File: config.mk
export PLATFORM = sky130hd
export DESIGN_NAME = opsum_reducer
export DESIGN_NICKNAME = d
export VERILOG_FILES = /design/src/rtl/opsum_reducer.sv
export SDC_FILE = /design/constraint.sdc
export NUM_CORES = 2
export LEC_CHECK = 0
export CAP_MARGIN = 20
export CORE_MARGIN = 1.5
export CORE_UTILIZATION = 44
export CTS_CLUSTER_SIZE = 12
export DETAILED_ROUTE_END_ITERATION = 8
export SLEW_MARGIN = 20
export SYNTH_ARGS = -nofsm -noshare
export SYNTH_HDL_FRONTEND = slang
export SYNTH_SLANG_ARGS = --single-unit
File: constraint.sdc
create_clock -name clk -period 12.33 [get_ports clk]
set_input_delay 3.699 -clock clk [delete_from_list [all_inputs] [get_ports clk]]
set_output_delay 3.699 -clock clk [all_outputs]
set_load 0.01 [all_outputs]
File: src/rtl/opsum_reducer.sv
// opsum_reducer: accumulates per-row PE partial sums over several passes,
// then requantizes each active row to int8 and streams rows out one per cycle.
module opsum_reducer #(
  parameter int unsigned ROW_NUM = 32,
  parameter int unsigned PSUM_W  = 16,
  parameter int unsigned ACC_W   = 32
) (
  input  logic                        clk,
  input  logic                        reset,
  input  logic                        start,
  input  logic [7:0]                  num_pass,
  input  logic [5:0]                  row_en,
  input  logic                        relu_en,
  input  logic [4:0]                  shift,
  input  logic [ROW_NUM*PSUM_W-1:0]   array_opsum,
  input  logic                        opsum_valid,
  input  logic                        out_ready,
  output logic                        out_valid,
  output logic [7:0]                  out_data,
  output logic [4:0]                  out_row,
  output logic                        out_last,
  output logic                        busy,
  output logic                        done,
  output logic                        drop_err
);

  localparam int unsigned IDX_W = (ROW_NUM > 1) ? $clog2(ROW_NUM) : 1;
  localparam logic [5:0]  ROW_MAX = 6'(ROW_NUM);
  localparam logic signed [ACC_W-1:0] SAT_MAX = ACC_W'(127);
  localparam logic signed [ACC_W-1:0] SAT_MIN = ~SAT_MAX;

  typedef enum logic [1:0] {
    S_IDLE  = 2'd0,
    S_ACCUM = 2'd1,
    S_DRAIN = 2'd2
  } state_t;

  state_t                    state_q;
  logic [7:0]                num_pass_q;
  logic [5:0]                row_en_q;
  logic                      relu_q;
  logic [4:0]                shift_q;
  logic [7:0]                pass_cnt_q;
  logic [5:0]                row_idx_q;
  logic signed [ACC_W-1:0]   acc_q [ROW_NUM];

  logic                      out_valid_q;
  logic [7:0]                out_data_q;
  logic [4:0]                out_row_q;
  logic                      out_last_q;
  logic                      busy_q;
  logic                      done_q;
  logic                      drop_err_q;

  logic signed [ACC_W-1:0]   psum_ext [ROW_NUM];
  logic [5:0]                row_en_d;
  logic [7:0]                num_pass_d;
  logic [5:0]                row_nxt_d;
  logic                      final_beat_d;
  logic signed [ACC_W-1:0]   acc0_d;
  logic signed [ACC_W-1:0]   acc_nxt_d;

  // Round-half-up shift, optional ReLU, then saturate to int8.
  function automatic logic [7:0] requant(input logic signed [ACC_W-1:0] a,
                                         input logic [4:0]              sh,
                                         input logic                    relu);
    logic signed [ACC_W-1:0] rnd;
    logic signed [ACC_W-1:0] t;
    logic [7:0]              res;
    rnd = '0;
    if (sh != 5'd0) rnd = ACC_W'(1) << (sh - 5'd1);
    t = (a + rnd) >>> sh;
    if (relu && t[ACC_W-1]) t = '0;
    if (t > SAT_MAX)      res = 8'h7f;
    else if (t < SAT_MIN) res = 8'h80;
    else                  res = t[7:0];
    return res;
  endfunction

  // Sign-extend each incoming row sum to accumulator width.
  always_comb begin
    for (int r = 0; r < int'(ROW_NUM); r++) begin
      psum_ext[r] = ACC_W'($signed(array_opsum[r*PSUM_W +: PSUM_W]));
    end
  end

  // Configuration sanitising and datapath helpers for the state register.
  always_comb begin
    row_en_d = row_en;
    if (row_en == 6'd0)        row_en_d = 6'd1;
    else if (row_en > ROW_MAX) row_en_d = ROW_MAX;
    num_pass_d   = (num_pass == 8'd0) ? 8'd1 : num_pass;
    row_nxt_d    = row_idx_q + 6'd1;
    final_beat_d = opsum_valid && (pass_cnt_q == num_pass_q - 8'd1);
    acc0_d       = acc_q[0] + psum_ext[0];
    acc_nxt_d    = acc_q[IDX_W'(row_nxt_d)];
  end

  // Control FSM, accumulators and registered output stage.
  always_ff @(posedge clk) begin
    if (reset) begin
      state_q     <= S_IDLE;
      num_pass_q  <= 8'd1;
      row_en_q    <= 6'd1;
      relu_q      <= 1'b0;
      shift_q     <= 5'd0;
      pass_cnt_q  <= 8'd0;
      row_idx_q   <= 6'd0;
      for (int r = 0; r < int'(ROW_NUM); r++) acc_q[r] <= '0;
      out_valid_q <= 1'b0;
      out_data_q  <= 8'd0;
      out_row_q   <= 5'd0;
      out_last_q  <= 1'b0;
      busy_q      <= 1'b0;
      done_q      <= 1'b0;
      drop_err_q  <= 1'b0;
    end else begin
      done_q <= 1'b0;
      case (state_q)
        S_IDLE: begin
          if (start) begin
            state_q    <= S_ACCUM;
            num_pass_q <= num_pass_d;
            row_en_q   <= row_en_d;
            relu_q     <= relu_en;
            shift_q    <= shift;
            pass_cnt_q <= 8'd0;
            row_idx_q  <= 6'd0;
            for (int r = 0; r < int'(ROW_NUM); r++) acc_q[r] <= '0;
            busy_q     <= 1'b1;
            drop_err_q <= 1'b0;
          end
        end
        S_ACCUM: begin
          if (opsum_valid) begin
            // Rows beyond the active count are left at zero.
            for (int r = 0; r < int'(ROW_NUM); r++) begin
              if (6'(r) < row_en_q) acc_q[r] <= acc_q[r] + psum_ext[r];
            end
            pass_cnt_q <= pass_cnt_q + 8'd1;
            if (final_beat_d) begin
              // Row 0 is presented straight away, folding in this last beat.
              state_q     <= S_DRAIN;
              row_idx_q   <= 6'd0;
              out_valid_q <= 1'b1;
              out_row_q   <= 5'd0;
              out_last_q  <= (row_en_q == 6'd1);
              out_data_q  <= requant(acc0_d, shift_q, relu_q);
            end
          end
        end
        S_DRAIN: begin
          if (out_ready) begin
            if (out_last_q) begin
              state_q     <= S_IDLE;
              out_valid_q <= 1'b0;
              out_data_q  <= 8'd0;
              out_row_q   <= 5'd0;
              out_last_q  <= 1'b0;
              busy_q      <= 1'b0;
              done_q      <= 1'b1;
            end else begin
              row_idx_q  <= row_nxt_d;
              out_row_q  <= 5'(row_nxt_d);
              out_last_q <= (row_nxt_d == row_en_q - 6'd1);
              out_data_q <= requant(acc_nxt_d, shift_q, relu_q);
            end
          end
        end
        default: begin
          state_q <= S_IDLE;
        end
      endcase
      // Placed last so a beat arriving with start still raises the flag.
      if (opsum_valid && (state_q != S_ACCUM)) drop_err_q <= 1'b1;
    end
  end

  assign out_valid = out_valid_q;
  assign out_data  = out_data_q;
  assign out_row   = out_row_q;
  assign out_last  = out_last_q;
  assign busy      = busy_q;
  assign done      = done_q;
  assign drop_err  = drop_err_q;

endmodule
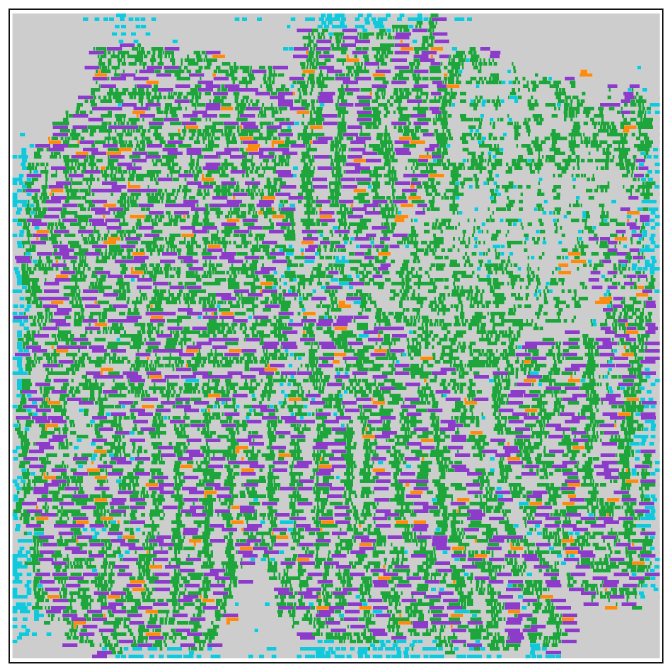
(placed cells, one color a class)
Fill, decap, tap and diode cells in gray.
Purple stands for flops, cells 1078, share of their area 29%. Cyan stands for other buffers and delay cells, cells 754, share of their area 6.6%. Green stands for combinational and other logic, cells 9059, share of their area 60%. Orange stands for clock drivers and dummy loads, cells 255, share of their area 4.1%.
area of the core: 0.222 mm²
sequential cell area share: 27.9%
Final Instance Area: 0.113 mm²
count of standard-cell rows: 173
Final Core Density: 50.8%

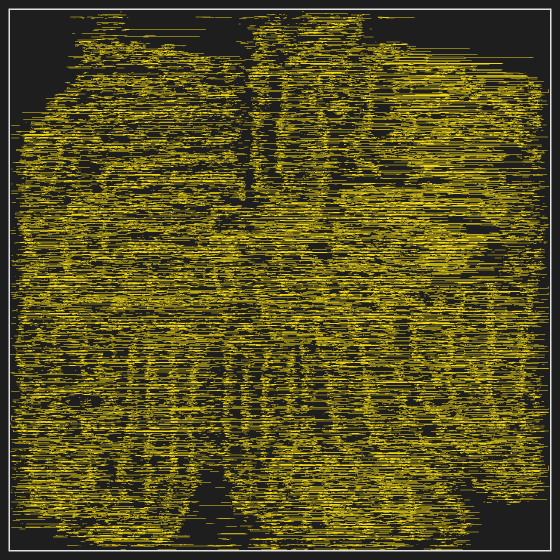
(metal 1)
The layer carries 151 mm of wire. The longest straight run is 142 µm. The layer holds 41% of the routed length. 12181 nets have wire on it. The wires run mostly horizontal.
total number of vias: 86988
post-detailed-routing wire length: 364 mm
met1 capacity usage during global routing: 40.8%

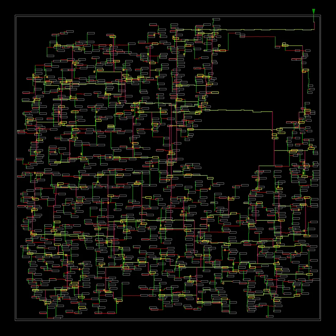
(clock routing)
number of buffers added by the clock tree synthesis step: 142
layout sequential cell count: 1078
Clk. pwr: 4.13 mW
Setup Skew: 0.0499 ns

==> summary.json <==
{
  "sta": {
    "slew_violations": 0,
    "timing.final.hold_violations": 0,
    "total_setup_violations_reported_at_the_end_of_the_flow": 0,
    "fmaxAchievable_mhz": 85.6,
    "finalCriticalPeriod_ns": 11.68,
    "setup_tns_ns": 0
  },
  "routing": {
    "post_drt_via_cell_ratio": 6.14,
    "met2_length_mm": 165,
    "route.layer.met1.wl_mm": 151,
    "remaining_drc_errors": 0,
    "met3_wirelength_mm": 27.6,
    "initialDrtViolationCount": 8448,
    "route.top_layer_used": "met5"
  },
  "finish": {
    "finalNonFillerCells": 14163,
    "area.growth.synth_to_final_pct": 14.8,
    "antenna-diode-count": 42,
    "buffer_area_share_pct": 6.33,
    "registers.top_by_ff_count": "acc_q",
    "layout.area.comb_mm2": 0.0645,
    "largest_reg_flops": 1024,
    "sequential_cell_area_mm2": 0.0315,
    "sh_comb_area_pct": 57.1,
    "clock_tree_cell_share_of_total_cell_area_pct": 3.94
  },
  "setup_path": {
    "critical-path-slowest-cell": "nor3_1",
    "cp_common_cell": "a21oi_1",
    "cp.arrival_ns": 12.36,
    "crit_path_max_fanout": 7,
    "crit_path_start_kind": "input pin"
  },
  "global_routing": {
    "grt_overflow_total": 0,
    "grtUsageTotal_pct": 31.3,
    "grt_antenna_before_repair": 69,
    "grt_first_pass_wirelength_mm": 531,
    "grt_start_max_net_pins": 89
  },
  "synth": {
    "synth-area-yosys_mm2": 0.0984,
    "synthMuxAreaShare_pct": 9.01,
    "yosysCellCount": 10448,
    "yosys-top-cells-count": "nor2_1 (1348), ha_1 (1060), edfxtp_1 (992), a21oi_1 (719), nand2_1 (674)",
    "aoi_share_pct": 17.4,
    "synthDominantAreaCellType": "edfxtp_1",
    "synth_dominant_cell_count": "nor2_1",
    "yosys_xor_share_pct": 6.54,
    "ys.flops": 1078,
    "synthesis.nets": 12079
  },
  "job": {
    "drv.max_cap_violation_count": 0
  },
  "cts": {
    "hold_buffers": 0,
    "cts.repair_timing.setup_buffer_count": 0,
    "clock_insertion_delay_at_the_later_pin_of_the_skew_report_ns": 0.82,
    "ctsHtreeMaxLevel": 4
  },
  "placement": {
    "placed_cells": 13863,
    "postPlaceCellArea_mm2": 0.108
  },
  "power": {
    "vdd_ir_drop_max_mv": 0.126,
    "finalPower_mw": 12.6
  },
  "outcome": {
    "outcome": "finished clean"
  },
  "hold_path": {
    "hold_path_class": "flop to flop"
  },
  "floorplan": {
    "io_pins": 555,
    "die_width_um": 476
  }
}
## worst max-delay path, delay by kind of cell
family	cells	cell delay, ns
AOI/OAI and AO/OA	23	4.71
and+or+nand+nor	3	1.41
buffers and inverters	4	1.00
adders and majority gates	3	0.99
muxes	1	0.28
xor gates and xnor gates	1	0.23
## power by group
part | total [mW] | switching [mW] | internal [mW]
logic | 3.94 | 2.29 | 1.65
clock network | 4.13 | 1.78 | 2.34
registers | 4.53 | 0.240 | 4.30
total | 12.6 | 4.32 | 8.28
## path summary, 6_finish.rpt
| check | from | end | cells past startpoint |
|---|---|---|---|
| setup / recovery | array_opsum[0] | out_data[2] | 35 |
| hold / removal | drop_err | drop_err | 2 |
| setup reg to reg | row_idx_q[0] | out_data[0] | 23 |
| hold reg to reg | drop_err | drop_err | 2 |
No activity file was given, so power comes from the tool's default toggle rates.
